### src/rtl/button_event_arbiter.sv
`timescale 1ns/1ps
// button_event_arbiter
// Synchronises, debounces and classifies NUM_BTN raw buttons on a shared
// tick, then arbitrates short/long press events into a small FIFO.
//
// Ports:
//   clk        system clock
//   rst        synchronous active-high reset
//   btn_in     raw active-high buttons, asynchronous to clk
//   evt_valid  FIFO head holds an event
//   evt_ready  consumer accepts the head this cycle
//   evt_id     button index of the head event
//   evt_long   1 = long press, 0 = short press
//   overflow   sticky: an event was dropped (cleared only by rst)
//   busy       some button is between press debounce and release debounce
//   dbg_state  per-button FSM state, 3 bits per button (button i at [3*i +: 3])
//
// Handshake: an event transfers on every clk edge where evt_valid and
// evt_ready are both high. While evt_valid is high and evt_ready is low,
// evt_valid, evt_id and evt_long hold their values. evt_valid never depends
// combinationally on evt_ready.
module button_event_arbiter #(
    parameter int NUM_BTN        = 4,
    parameter int TICK_DIV       = 50000,
    parameter int DEBOUNCE_TICKS = 20,
    parameter int LONG_TICKS     = 5000,
    parameter int FIFO_DEPTH     = 4,
    localparam int ID_W          = (NUM_BTN > 1) ? $clog2(NUM_BTN) : 1
) (
    input  logic                   clk,
    input  logic                   rst,
    input  logic [NUM_BTN-1:0]     btn_in,
    output logic                   evt_valid,
    input  logic                   evt_ready,
    output logic [ID_W-1:0]        evt_id,
    output logic                   evt_long,
    output logic                   overflow,
    output logic                   busy,
    output logic [3*NUM_BTN-1:0]   dbg_state
);

    localparam int TW    = (TICK_DIV > 1) ? $clog2(TICK_DIV) : 1;
    localparam int CW    = $clog2(DEBOUNCE_TICKS + 1);
    localparam int HW    = $clog2(LONG_TICKS + 1);
    localparam int PW    = (FIFO_DEPTH > 1) ? $clog2(FIFO_DEPTH) : 1;
    localparam int CNT_W = PW + 1;

    typedef enum logic [2:0] {
        ARMING      = 3'd0,
        IDLE        = 3'd1,
        DEB_PRESS   = 3'd2,
        HELD        = 3'd3,
        LONG_DONE   = 3'd4,
        DEB_RELEASE = 3'd5
    } btn_state_t;

    logic [TW-1:0]      tick_cnt;
    logic               tick;
    logic [NUM_BTN-1:0] sync1_q, sync2_q;

    btn_state_t         state_q [NUM_BTN];
    btn_state_t         state_d [NUM_BTN];
    logic [CW-1:0]      cnt_q   [NUM_BTN];
    logic [CW-1:0]      cnt_d   [NUM_BTN];
    logic [HW-1:0]      hold_q  [NUM_BTN];
    logic [HW-1:0]      hold_d  [NUM_BTN];
    logic [NUM_BTN-1:0] short_q, short_d;
    logic [NUM_BTN-1:0] post, post_long;

    logic [NUM_BTN-1:0] pending_q, kind_q;
    logic               found;
    logic [ID_W-1:0]    gid;

    logic [ID_W-1:0]       mem_id   [FIFO_DEPTH];
    logic [FIFO_DEPTH-1:0] mem_long;
    logic [PW-1:0]         wr_ptr, rd_ptr;
    logic [CNT_W-1:0]      count;
    logic                  full, empty, push, pop;

    assign tick = (tick_cnt == TW'(TICK_DIV - 1));

    // Per-button FSM. A level change is acted on in any cycle; counting
    // only advances on tick. The hold count is kept across release bounces
    // so a short glitch while held neither restarts nor ends the press.
    always_comb begin
        post      = '0;
        post_long = '0;
        short_d   = short_q;
        for (int i = 0; i < NUM_BTN; i++) begin
            state_d[i] = state_q[i];
            cnt_d[i]   = cnt_q[i];
            hold_d[i]  = hold_q[i];
            case (state_q[i])
                ARMING: begin
                    if (sync2_q[i]) begin
                        cnt_d[i] = '0;
                    end else if (tick) begin
                        if (cnt_q[i] == CW'(DEBOUNCE_TICKS - 1)) begin
                            state_d[i] = IDLE;
                            cnt_d[i]   = '0;
                        end else begin
                            cnt_d[i] = cnt_q[i] + 1'b1;
                        end
                    end
                end
                IDLE: begin
                    if (sync2_q[i]) begin
                        state_d[i] = DEB_PRESS;
                        cnt_d[i]   = '0;
                    end
                end
                DEB_PRESS: begin
                    if (!sync2_q[i]) begin
                        state_d[i] = IDLE;
                        cnt_d[i]   = '0;
                    end else if (tick) begin
                        if (cnt_q[i] == CW'(DEBOUNCE_TICKS - 1)) begin
                            state_d[i] = HELD;
                            cnt_d[i]   = '0;
                            hold_d[i]  = '0;
                        end else begin
                            cnt_d[i] = cnt_q[i] + 1'b1;
                        end
                    end
                end
                HELD: begin
                    if (!sync2_q[i]) begin
                        state_d[i] = DEB_RELEASE;
                        short_d[i] = 1'b1;
                        cnt_d[i]   = '0;
                    end else if (tick) begin
                        if (hold_q[i] == HW'(LONG_TICKS - 1)) begin
                            state_d[i]   = LONG_DONE;
                            post[i]      = 1'b1;
                            post_long[i] = 1'b1;
                        end else begin
                            hold_d[i] = hold_q[i] + 1'b1;
                        end
                    end
                end
                LONG_DONE: begin
                    if (!sync2_q[i]) begin
                        state_d[i] = DEB_RELEASE;
                        short_d[i] = 1'b0;
                        cnt_d[i]   = '0;
                    end
                end
                DEB_RELEASE: begin
                    if (sync2_q[i]) begin
                        state_d[i] = short_q[i] ? HELD : LONG_DONE;
                        cnt_d[i]   = '0;
                    end else if (tick) begin
                        if (cnt_q[i] == CW'(DEBOUNCE_TICKS - 1)) begin
                            state_d[i] = IDLE;
                            cnt_d[i]   = '0;
                            post[i]    = short_q[i];
                        end else begin
                            cnt_d[i] = cnt_q[i] + 1'b1;
                        end
                    end
                end
                default: begin
                    state_d[i] = ARMING;
                    cnt_d[i]   = '0;
                end
            endcase
        end
    end

    // Fixed-priority pick of the lowest pending button.
    always_comb begin
        found = 1'b0;
        gid   = '0;
        for (int i = 0; i < NUM_BTN; i++) begin
            if (pending_q[i] && !found) begin
                found = 1'b1;
                gid   = ID_W'(i);
            end
        end
    end

    assign full  = (count == CNT_W'(FIFO_DEPTH));
    assign empty = (count == '0);
    assign pop   = !empty && evt_ready;
    // A full FIFO still accepts a write when the head leaves on the same edge.
    assign push  = found && (!full || pop);

    always_ff @(posedge clk) begin
        if (rst) begin
            tick_cnt  <= '0;
            sync1_q   <= '0;
            sync2_q   <= '0;
            short_q   <= '0;
            pending_q <= '0;
            kind_q    <= '0;
            overflow  <= 1'b0;
            wr_ptr    <= '0;
            rd_ptr    <= '0;
            count     <= '0;
            for (int i = 0; i < NUM_BTN; i++) begin
                state_q[i] <= ARMING;
                cnt_q[i]   <= '0;
                hold_q[i]  <= '0;
            end
        end else begin
            tick_cnt <= tick ? '0 : tick_cnt + 1'b1;
            sync1_q  <= btn_in;
            sync2_q  <= sync1_q;
            short_q  <= short_d;
            for (int i = 0; i < NUM_BTN; i++) begin
                state_q[i] <= state_d[i];
                cnt_q[i]   <= cnt_d[i];
                hold_q[i]  <= hold_d[i];
                // A new event on a button whose previous event is still
                // waiting is dropped; the waiting one keeps its kind.
                if (post[i] && pending_q[i]) begin
                    overflow <= 1'b1;
                end
                if (post[i] && !pending_q[i]) begin
                    pending_q[i] <= 1'b1;
                    kind_q[i]    <= post_long[i];
                end else if (push && (gid == ID_W'(i))) begin
                    pending_q[i] <= 1'b0;
                end
            end
            if (push) wr_ptr <= wr_ptr + 1'b1;
            if (pop)  rd_ptr <= rd_ptr + 1'b1;
            case ({push, pop})
                2'b10:   count <= count + 1'b1;
                2'b01:   count <= count - 1'b1;
                default: count <= count;
            endcase
        end
    end

    // Storage needs no reset: the outputs are gated while the FIFO is empty.
    always_ff @(posedge clk) begin
        if (push) begin
            mem_id[wr_ptr]   <= gid;
            mem_long[wr_ptr] <= kind_q[gid];
        end
    end

    assign evt_valid = !empty;
    assign evt_id    = evt_valid ? mem_id[rd_ptr] : '0;
    assign evt_long  = evt_valid ? mem_long[rd_ptr] : 1'b0;

    always_comb begin
        busy      = 1'b0;
        dbg_state = '0;
        for (int i = 0; i < NUM_BTN; i++) begin
            if (state_q[i] != IDLE && state_q[i] != ARMING) busy = 1'b1;
            dbg_state[3*i +: 3] = state_q[i];
        end
    end

endmodule

### config.mk
export PLATFORM = sky130hd
export DESIGN_NAME = button_event_arbiter
export DESIGN_NICKNAME = d
export VERILOG_FILES = /design/src/rtl/button_event_arbiter.sv
export SDC_FILE = /design/constraint.sdc
export NUM_CORES = 1
export LEC_CHECK = 0
export ABC_AREA = 1
export CAP_MARGIN = 30
export CORE_MARGIN = 2
export CORE_UTILIZATION = 35
export CTS_BUF_LIST = sky130_fd_sc_hd__clkbuf_8
export DETAILED_ROUTE_END_ITERATION = 10
export PLACE_DENSITY = 0.59
export SYNTH_ARGS = -nofsm -noshare
export SYNTH_HDL_FRONTEND = slang
export SYNTH_SLANG_ARGS = --single-unit
### constraint.sdc
create_clock -name clk -period 4.8 [get_ports clk]
set_input_delay 0.72 -clock clk [delete_from_list [all_inputs] [get_ports clk]]
set_output_delay 0.72 -clock clk [all_outputs]
set_load 0.03 [all_outputs]
==> impl_metrics.env, run 1 <==
# implementation run metrics
export IMPL_drv_cap=0
export IMPL_largest_register_ff_count=52
export IMPL_use_met3_pct=3.06
export IMPL_synth_area_um2=8640
export IMPL_p_per_area_nw_per_um2=249
export IMPL_startpoint="state_q[3][1]"
export IMPL_hp_class="reg -> reg"
export IMPL_top_cell="nand2_1"
export IMPL_logic_area_um2=4830
export IMPL_grt_util_met1_pct=20.9
export IMPL_topCellsByArea="dfxtp_1, nand2_1, nor2_1"
export IMPL_setup_viol=0
export IMPL_irDropWorstVdd_mv=0.128
export IMPL_fp_nets=1359
export IMPL_cp_end_kind="output pin"
export IMPL_flop_cell="dfxtp_1"
export IMPL_async_flop_share_pct=0
export IMPL_clk_path_buf_depth=2
export IMPL_area_growth_pct=10.6
export IMPL_post_place_cells=1661
export IMPL_whs_path_depth=2
export IMPL_top_register="hold_q"
export IMPL_antenna_cells=0
export IMPL_die_w_um=161
export IMPL_drv_slew=0
export IMPL_met2_wirelength_um=9010
export IMPL_fin_crit_ns=3.01
export IMPL_post_cts_buffers=0
export IMPL_instances_no_fill=1693
export IMPL_status="completed"
export IMPL_wl_per_cell_um=11.7
export IMPL_leakage_uw=0.00376
export IMPL_numCtsBuffers=17
export IMPL_relSlewSlack_pct=53.5
export IMPL_grt_usage_pct=15.9
export IMPL_io_pins=25
export IMPL_tritoncts="yes"
export IMPL_route_met3_wl_um=621
export IMPL_edf_count=12
export IMPL_htree_levels=4
export IMPL_grt_pass1_wl_um=34500
export IMPL_drc=0
==> run 1: stage by stage <==
step	setup WS [ns]	total power, uW
floorplan	2.60	1350
global placement	1.98	1390
CTS	1.74	2420
finish	1.79	2380
detailed placement	2.01	1390
global route	1.66	2490
==> run 1: layout by cell type, fill, tap and decap left out, types with 3 or more instances in the layout <==
master,count
nand3_1,105
nand2_1,349
nor3b_1,5
clkinv_2,3
buf_4,3
inv_2,18
nand2_4,5
nand2_2,12
nor4_1,3
or2_2,3
inv_8,5
a21oi_1,94
nand3b_1,4
nor2_1,199
ha_1,14
inv_1,164
edfxtp_1,12
nor3_1,38
dfxtp_1,130
o21ai_2,6
o21ai_0,43
a21oi_2,6
o21ai_1,5
nor2_4,13
nand4_1,24
clkdlybuf4s50_1,23
clkbuf_8,17
xor2_1,32
clkinv_4,3
nor2_2,7
==> run 1: kinds of logic after synthesis <==
kind of cell               Yosys count  synth area share (%)
and+or+nand+nor                    774                  39.6
buffers and inverters              210                  9.83
AOI/OAI and AO/OA                  163                  10.6
DFF                                142                  34.3
xor gates and xnor gates            33                  3.34
adders and majority gates           15                  2.26
==> run 1: layout make-up <==
cell class / count / share of cell area [%]
Clock buffer: 17 / 2.45
Clock inverter: 15 / 1.86
Inverter: 183 / 7.20
Sequential cell: 142 / 31.0
Timing Repair Buffer: 27 / 2.70
Multi-Input combinational cell: 985 / 50.5
Tap cell: 324 / 4.24
==> run 1: power by group <==
part	total, uW	internal (uW)	switching (uW)
logic	146	49.4	97.0
clock network	1020	482	536
registers	1220	1200	13.6
total	2380	1740	646
==> run 1: critical path, stage by stage (launching register included) <==
cell	delay, ns
dfxtp_1	0.40
inv_2	0.08
nand2_1	0.10
inv_1	0.06
nand2_1	0.08
inv_1	0.08
o2111ai_1	0.30
clkdlybuf4s50_1	0.74
**Run 1: zoomed window**

Region (66, 66) to (96, 96) um. Cells in grey, sequential cells in the stronger grey; small squares are vias.
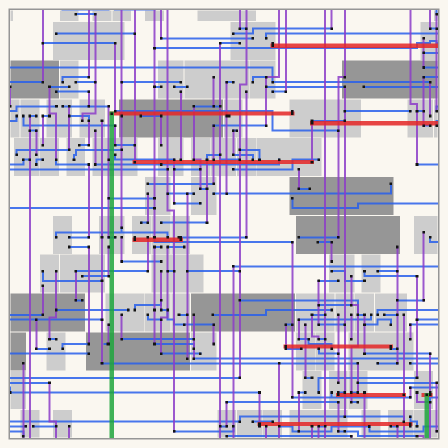
[red] metal 3
[green] metal 4
[blue] metal 1
[purple] metal 2
sequential cells in the window: 7
cells with their middle in the window: 68
most frequent: nand2_1 (13), nor2_1 (9)
netlist names of flops here include: cnt_q (7)

**Run 1: wiring heat map**

Drawn at 1.5 px/um. The die is cut into 32 by 32 equal tiles; dark purple is low, yellow is high, scaled to the fullest tile. Values are wire area over tile area, all layers added.
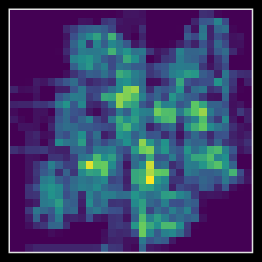
densest ninth of the die: centre
mean over tiles: 0.12
tiles over half the peak: 10%
nearly empty tiles: 26%
emptiest ninth of the die: north-west

**Run 1: placed standard cells**

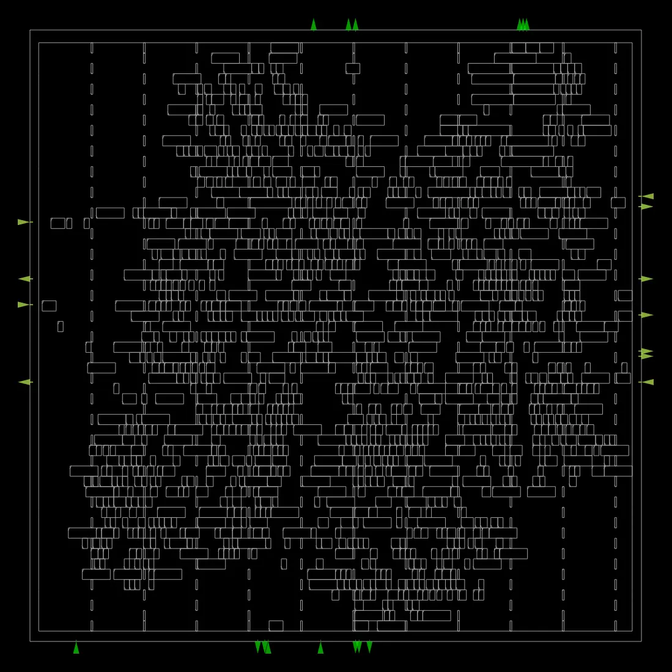
post-layout util: 39.4%
Fillers: 2573
Seq/total area: 31.0%
Site Rows: 57

**Run 1: gate families picked out**

Drawn at 2 px/um.
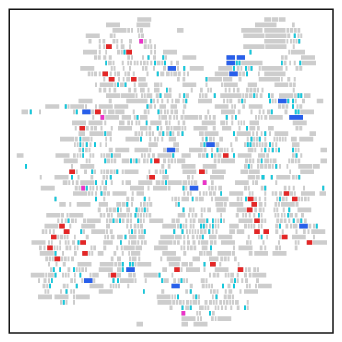

==> run 2, diff against run 1 <==
==> constraint.sdc (replaced) <==
create_clock -name clk -period 3 [get_ports clk]
set_input_delay 0.45 -clock clk [delete_from_list [all_inputs] [get_ports clk]]
set_output_delay 0.45 -clock clk [all_outputs]
set_load 0.03 [all_outputs]
**Run 2: gate families picked out**

Drawn at 2 px/um.
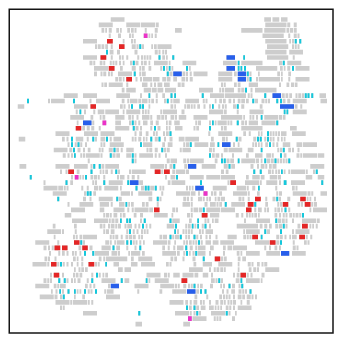
[red] xor and xnor cells | cells: 33 | where: spread over the die
[magenta] and/or cells | cells: 5
[blue] fa/ha/maj cells | cells: 15
[cyan] inv cells | cells: 183 | where: spread over the die

**Run 2: wiring heat map**

Drawn at 1.5 px/um. The die is cut into 32 by 32 equal tiles; dark purple is low, yellow is high, scaled to the fullest tile. Values are wire area over tile area, all layers added.
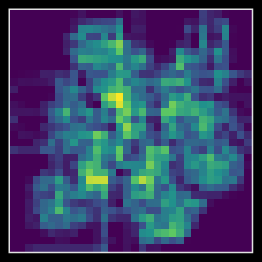
tiles over half the peak: 15%
densest ninth of the die: centre
fullest tile: 0.51
mean over tiles: 0.12

==> run 2 against run 1 <==
Against the previous run: count of clock-buffer cells in the layout unchanged; critical endpoint unchanged; first-iteration DRC count shrank 8.6%; synthesized cell count unchanged; area after synthesis stayed put; sequential power is about 60% higher.
==> impl_metrics.env, run 2 <==
# implementation run metrics
export IMPL_leakage_uw=0.00379
export IMPL_tritoncts="yes"
export IMPL_internal_power_uw=3010
export IMPL_area_growth_pct=11.4
export IMPL_fin_crit_ns=2.72
export IMPL_max_stage_delay_ns=0.73
export IMPL_place_ws_ns=0.431
export IMPL_instances_no_fill=1695
export IMPL_io_pins=25
export IMPL_irDropWorstVdd_mv=0.283
export IMPL_status="completed"
export IMPL_simple_gate_area_share_pct=39.6
export IMPL_setup_ws_ns=0.276
export IMPL_ys_sh_adder_pct=2.26
export IMPL_numCtsBuffers=17
export IMPL_grt_usage_pct=16.0
export IMPL_top_cell="nand2_1"
export IMPL_clk_path_buf_depth=2
export IMPL_p_switching_uw=1010
export IMPL_cp_end_kind="output pin"
export IMPL_edf_count=12
export IMPL_antenna_cells=0
export IMPL_setup_viol=0
export IMPL_async_flop_share_pct=0
export IMPL_htree_levels=4
export IMPL_post_place_cells=1663
export IMPL_relSlewSlack_pct=51.0
export IMPL_wl_per_cell_um=11.9
export IMPL_fillers=2631
export IMPL_logic_area_um2=4830
export IMPL_ys_sh_xor_pct=3.34
export IMPL_grt_pass1_wl_um=34500
export IMPL_crit_chain="inv_2, nand2_1, inv_1, nand2_1, inv_1, o2111ai_1, clkdlybuf4s50_1"
export IMPL_drv_slew=0
export IMPL_p_per_area_nw_per_um2=418
run 2: cell counts after synthesis:
Identical to the previous run, type by type.
run 2: power groups by stage:
stage	combinational [uW]	sequential, uW	clock (uW)
final	235	1950	1840
after global placement	236	1990	0
after detailed placement	237	1990	0
after global routing	264	1950	1960
after floorplan	168	1990	0
after CTS	238	1950	1890
run 2: path summary, 6_finish.rpt:
kind         cells after the start    endpoint          start
max                              7        busy  state_q[3][1]
min                              2  sync2_q[0]     sync1_q[0]
min reg2reg                      2  sync2_q[0]     sync1_q[0]
max reg2reg                     12    count[2]   pending_q[1]
run 2: kinds of logic after synthesis:
logic type | Yosys count
simple gates | 774
buf+inv | 210
compound gates | 163
flops | 142
xor+xnor | 33
fa+ha+maj | 15
run 2: cell type report:
type                       count  area share (%)
multi-input combinational    985            50.2
sequential                   142            30.8
inverter                     183            7.15
tap                          324            4.21
timing repair buffer          29            2.83
clock buffer                  17            2.43
clock inverter                15            2.42
run 2: through the flow:
step                power (uW)  cell area, um^2  utilization, %
floorplan                 2150             8640               -
global placement          2230             9160            37.8
detailed placement        2230             9160            37.8
CTS                       4080             9620            39.7
global route              4180             9620            39.7
finish                    4030             9620            39.7
run 2: layer usage:
metal	track usage [%]	wire length, um
met5	0	0
met4	5.64	322
met3	2.77	635
met2	26.5	9250
met1	21.1	9930
run 2: critical path, delay by kind of cell, from the launching register on:
family / cells / cell delay (ns)
simple gates: 2 / 0.17
flops: 1 / 0.40
compound gates: 1 / 0.28
buf+inv: 4 / 0.95
Power is estimated from default activity; no workload was simulated.
